[src/rtl/sevenseg_pkg.sv]
// Shared types and the hex-to-segment table for the seven-segment display drivers.
// Segment patterns are active-high {g,f,e,d,c,b,a}; polarity is applied by each top level.
package sevenseg_pkg;

    typedef enum logic {
        S_BLANK = 1'b0,
        S_SHOW  = 1'b1
    } state_t;

    // Active-high "nothing lit" pattern.
    localparam logic [6:0] SEG_OFF = 7'h00;

    function automatic logic [6:0] hex_to_seg(input logic [3:0] nib);
        logic [6:0] seg;
        case (nib)
            4'h0: seg = 7'h3F;
            4'h1: seg = 7'h06;
            4'h2: seg = 7'h5B;
            4'h3: seg = 7'h4F;
            4'h4: seg = 7'h66;
            4'h5: seg = 7'h6D;
            4'h6: seg = 7'h7D;
            4'h7: seg = 7'h07;
            4'h8: seg = 7'h7F;
            4'h9: seg = 7'h6F;
            4'hA: seg = 7'h77;
            4'hB: seg = 7'h7C;
            4'hC: seg = 7'h39;
            4'hD: seg = 7'h5E;
            4'hE: seg = 7'h79;
            default: seg = 7'h71;
        endcase
        return seg;
    endfunction

endpackage

[src/rtl/sevenseg_decoder.sv]
// Combinational nibble to active-high seven-segment pattern {g,f,e,d,c,b,a}.
module sevenseg_decoder
    import sevenseg_pkg::*;
(
    input  logic [3:0] i_nibble,
    output logic [6:0] o_seg
);

    assign o_seg = hex_to_seg(i_nibble);

endmodule

[src/rtl/sevenseg_mux_n.sv]
// N-digit time-multiplexed seven-segment driver with dead-time between slots,
// a per-frame input snapshot, per-digit masking and leading-zero blanking.
module sevenseg_mux_n
    import sevenseg_pkg::*;
#(
    parameter int NUM_DIGITS     = 4,
    parameter int ON_CYCLES      = 24000,
    parameter int BLANK_CYCLES   = 240,
    parameter bit SEG_ACTIVE_LOW = 1'b1,
    parameter bit EN_ACTIVE_LOW  = 1'b1
) (
    input  logic                    clk,
    input  logic                    reset,
    input  logic [4*NUM_DIGITS-1:0] digits,
    input  logic [NUM_DIGITS-1:0]   digit_mask,
    input  logic                    lz_blank,
    output logic [6:0]              sevenseg,
    output logic [NUM_DIGITS-1:0]   en,
    output logic                    frame_tick
);

    localparam int CNT_MAX = (ON_CYCLES > BLANK_CYCLES) ? ON_CYCLES : BLANK_CYCLES;
    localparam int CW      = $clog2(CNT_MAX + 1);
    localparam int IW      = (NUM_DIGITS > 1) ? $clog2(NUM_DIGITS) : 1;

    localparam logic [CW-1:0] BLANK_LAST = CW'(BLANK_CYCLES - 1);
    localparam logic [CW-1:0] ON_LAST    = CW'(ON_CYCLES - 1);
    localparam logic [IW-1:0] IDX_LAST   = IW'(NUM_DIGITS - 1);

    localparam logic [6:0]            SEG_DARK = SEG_ACTIVE_LOW ? ~SEG_OFF : SEG_OFF;
    localparam logic [NUM_DIGITS-1:0] EN_DARK  = EN_ACTIVE_LOW ? '1 : '0;

    state_t                      r_state;
    logic [CW-1:0]               r_cnt;
    logic [IW-1:0]               r_idx;
    logic [NUM_DIGITS-1:0][3:0]  r_snap;
    logic [NUM_DIGITS-1:0]       r_lz_flag;
    logic [6:0]                  r_seg;
    logic [NUM_DIGITS-1:0]       r_en;
    logic                        r_tick;

    logic [NUM_DIGITS-1:0]       w_lz_next;
    logic [NUM_DIGITS-1:0]       w_lit;
    logic [3:0]                  w_nibble;
    logic [6:0]                  w_seg_ah;
    logic [6:0]                  w_seg_out;
    logic [NUM_DIGITS-1:0]       w_en_ah;
    logic [NUM_DIGITS-1:0]       w_en_out;
    logic                        w_show_lit;

    // Leading-zero flags from the incoming digits; digit 0 is never flagged.
    always_comb begin
        logic zero_above;
        zero_above = 1'b1;
        w_lz_next  = '0;
        for (int i = NUM_DIGITS - 1; i >= 1; i--) begin
            zero_above   = zero_above & (digits[4*i +: 4] == 4'h0);
            w_lz_next[i] = zero_above;
        end
    end

    // Mask and blanking enable are live; only the zero flags are frame-coherent.
    assign w_lit      = digit_mask & ~({NUM_DIGITS{lz_blank}} & r_lz_flag);
    assign w_nibble   = r_snap[r_idx];
    assign w_show_lit = (r_state == S_SHOW) && w_lit[r_idx];

    sevenseg_decoder u_dec (
        .i_nibble (w_nibble),
        .o_seg    (w_seg_ah)
    );

    always_comb begin
        w_en_ah = '0;
        if (w_show_lit)
            w_en_ah[r_idx] = 1'b1;
    end

    assign w_seg_out = w_show_lit ? (SEG_ACTIVE_LOW ? ~w_seg_ah : w_seg_ah) : SEG_DARK;
    assign w_en_out  = EN_ACTIVE_LOW ? ~w_en_ah : w_en_ah;

    always_ff @(posedge clk) begin
        if (reset) begin
            r_state   <= S_BLANK;
            r_cnt     <= '0;
            r_idx     <= '0;
            r_snap    <= '0;
            r_lz_flag <= '0;
            r_seg     <= SEG_DARK;
            r_en      <= EN_DARK;
            r_tick    <= 1'b0;
        end else begin
            r_tick <= 1'b0;
            case (r_state)
                S_BLANK: begin
                    if (r_cnt == BLANK_LAST) begin
                        r_cnt   <= '0;
                        r_state <= S_SHOW;
                        if (r_idx == '0) begin
                            r_snap    <= digits;
                            r_lz_flag <= w_lz_next;
                            r_tick    <= 1'b1;
                        end
                    end else begin
                        r_cnt <= r_cnt + 1'b1;
                    end
                end
                S_SHOW: begin
                    if (r_cnt == ON_LAST) begin
                        r_cnt   <= '0;
                        r_state <= S_BLANK;
                        r_idx   <= (r_idx == IDX_LAST) ? '0 : r_idx + 1'b1;
                    end else begin
                        r_cnt <= r_cnt + 1'b1;
                    end
                end
                default: begin
                    r_state <= S_BLANK;
                    r_cnt   <= '0;
                end
            endcase
            // Segments and enables share one register stage so they switch together.
            r_seg <= w_seg_out;
            r_en  <= w_en_out;
        end
    end

    assign sevenseg   = r_seg;
    assign en         = r_en;
    assign frame_tick = r_tick;

endmodule
[config.mk]
export PLATFORM = sky130hd
export DESIGN_NAME = sevenseg_mux_n
export DESIGN_NICKNAME = d
export VERILOG_FILES = /design/src/rtl/sevenseg_pkg.sv /design/src/rtl/sevenseg_decoder.sv /design/src/rtl/sevenseg_mux_n.sv
export SDC_FILE = /design/constraint.sdc
export NUM_CORES = 1
export LEC_CHECK = 0
export ABC_AREA = 1
export ABC_CLOCK_PERIOD_IN_PS = 3800
export CORE_MARGIN = 5
export CORE_UTILIZATION = 56
export CTS_BUF_LIST = sky130_fd_sc_hd__clkbuf_4
export CTS_CLUSTER_SIZE = 8
export DETAILED_ROUTE_END_ITERATION = 7
export PLACE_DENSITY = 0.82
export SLEW_MARGIN = 20
export SYNTH_ARGS = -nofsm -noshare
export SYNTH_HDL_FRONTEND = slang
export SYNTH_SLANG_ARGS = --single-unit
export TNS_END_PERCENT = 1
[constraint.sdc]
create_clock -name clk -period 3.8 [get_ports clk]
set_clock_uncertainty 0.1 [all_clocks]
set_input_delay 0.76 -clock clk [delete_from_list [all_inputs] [get_ports clk]]
set_output_delay 0.76 -clock clk [all_outputs]
set_load 0.05 [all_outputs]
==> images/layer_met1.png <==
Scale: 6 px per um. Supply wires on this layer in gray. Cells faint in the background.
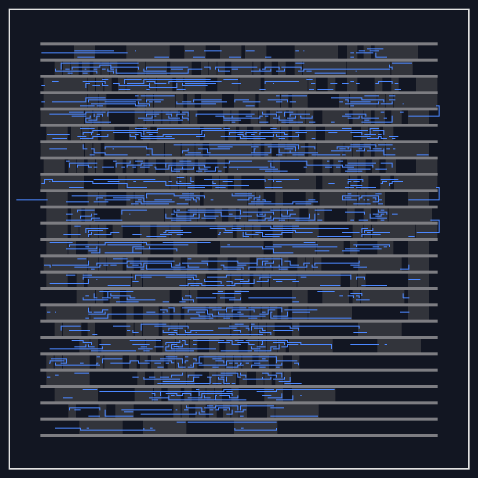
nets with wire on the layer = 388
main direction = horizontal
longest straight run = 27.6 um

==> images/layer_met2.png <==
Scale: 6 px per um.
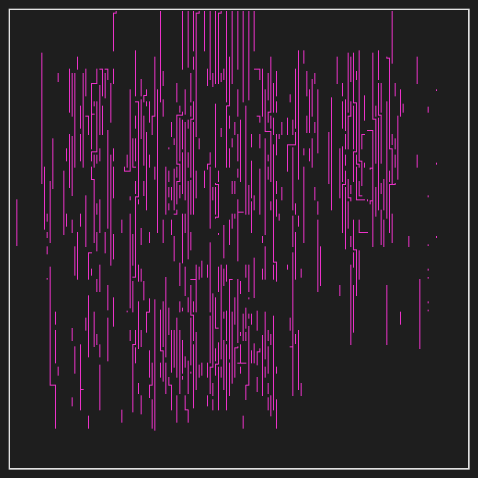
nets with wire on the layer = 319
share of all routed wire = 47%
main direction = vertical

==> flow_results.org <==
#+TITLE: Implementation results

** Place
- Number of cells after detailed placement :: 446
- The pre-CTS setup check shows a worst slack of 1.36 ns.

** GRT
- The via count of the first global-routing pass is 1981.
- Routing resource usage on met2 recorded by global route was 0.286.
- Across every metal layer, demand over resource in global routing totals 0.180.
- GR Layer Usage met1 :: 0.236

** Critical path
- Data arrives at the worst endpoint at 1.50 ns.
- Critical path launch point type :: flip-flop
- STA classifies the critical path endpoint as a primary output.
- Slowest cell on the critical path :: sky130_fd_sc_hd__clkdlybuf4s50_1
- CP delay by family, top :: buffers and inverters
- At the worst endpoint, the required time is 2.94 ns.
- Per STA, the worst path is made up of clkdlybuf4s50_1.

** Synthesis
- For reference, the post-synthesis area per instance comes to 6.70 um^2.
- Per the post-synthesis report, the number of cells in the design is 368.
- Most used flip-flop cell :: sky130_fd_sc_hd__dfxtp_1
- Of the post-synthesis cell area, the dominant cell type holds 0.398.
- The chip area line in the Yosys stat output reads 0.00246 mm^2.
- Number of enable flip-flop cells :: 0

** Clocking
- Master cell of the clock root buffer :: sky130_fd_sc_hd__clkbuf_4
- Cts repair resizes :: 0
- Later-pin clock latency in the skew report :: 0.35 ns

** Pwr
- Leakage power summed over all cells :: 1.28 nW
- Worst IR drop on VDD :: 0.000200 V
- The design draws 0.805 mW.
- The flow reports power dissipated in combinational cells as 0.0403 mW.

** Detailed routing
- After detailed routing, the average wire length per cell comes to 11.7 um.
- DRC violations left :: 0
- After detailed routing, the met3 layer carries 239 um of wire.

** Layout
- Per the layout area report, the combinational fraction of cell area is 0.441.
- Per the layout report, the design carries 8 clock buffers.
- Number of fill cells :: 405
- Core occupancy in the finished layout :: 0.667
- Leaving out fill and tap cells, the most frequent cells in the layout are sky130_fd_sc_hd__nand2_1 (107), sky130_fd_sc_hd__nor2_1 (72), sky130_fd_sc_hd__dfxtp_1 (49).
- Multi-input combinational cells in the finished layout were counted as 268.
- The multi-input combinational cells in the finished layout cover a total of 0.00127 mm^2.
- Per the final report, the share of cell area in non-clock buffers is 0.121.
- Most flops, register :: r_snap

** STA
- Final setup margin :: 1.44 ns
- The final report lists the setup-violating endpoint count as 0.
- In the finished design, the share of the clock period the worst path needs comes to 0.621.
- Endpoints failing hold in the final report were tallied at 0.

** Floorplanning
- The report lists the number of standard-cell rows as 24.
- Chip height :: 76.3 um
- Number of well taps :: 52
- The initial utilization of the core area, before any placement, comes to 0.570.

** Outcome
- Result of the run :: complete, no violations
No activity file was given, so power comes from the tool's default toggle rates.
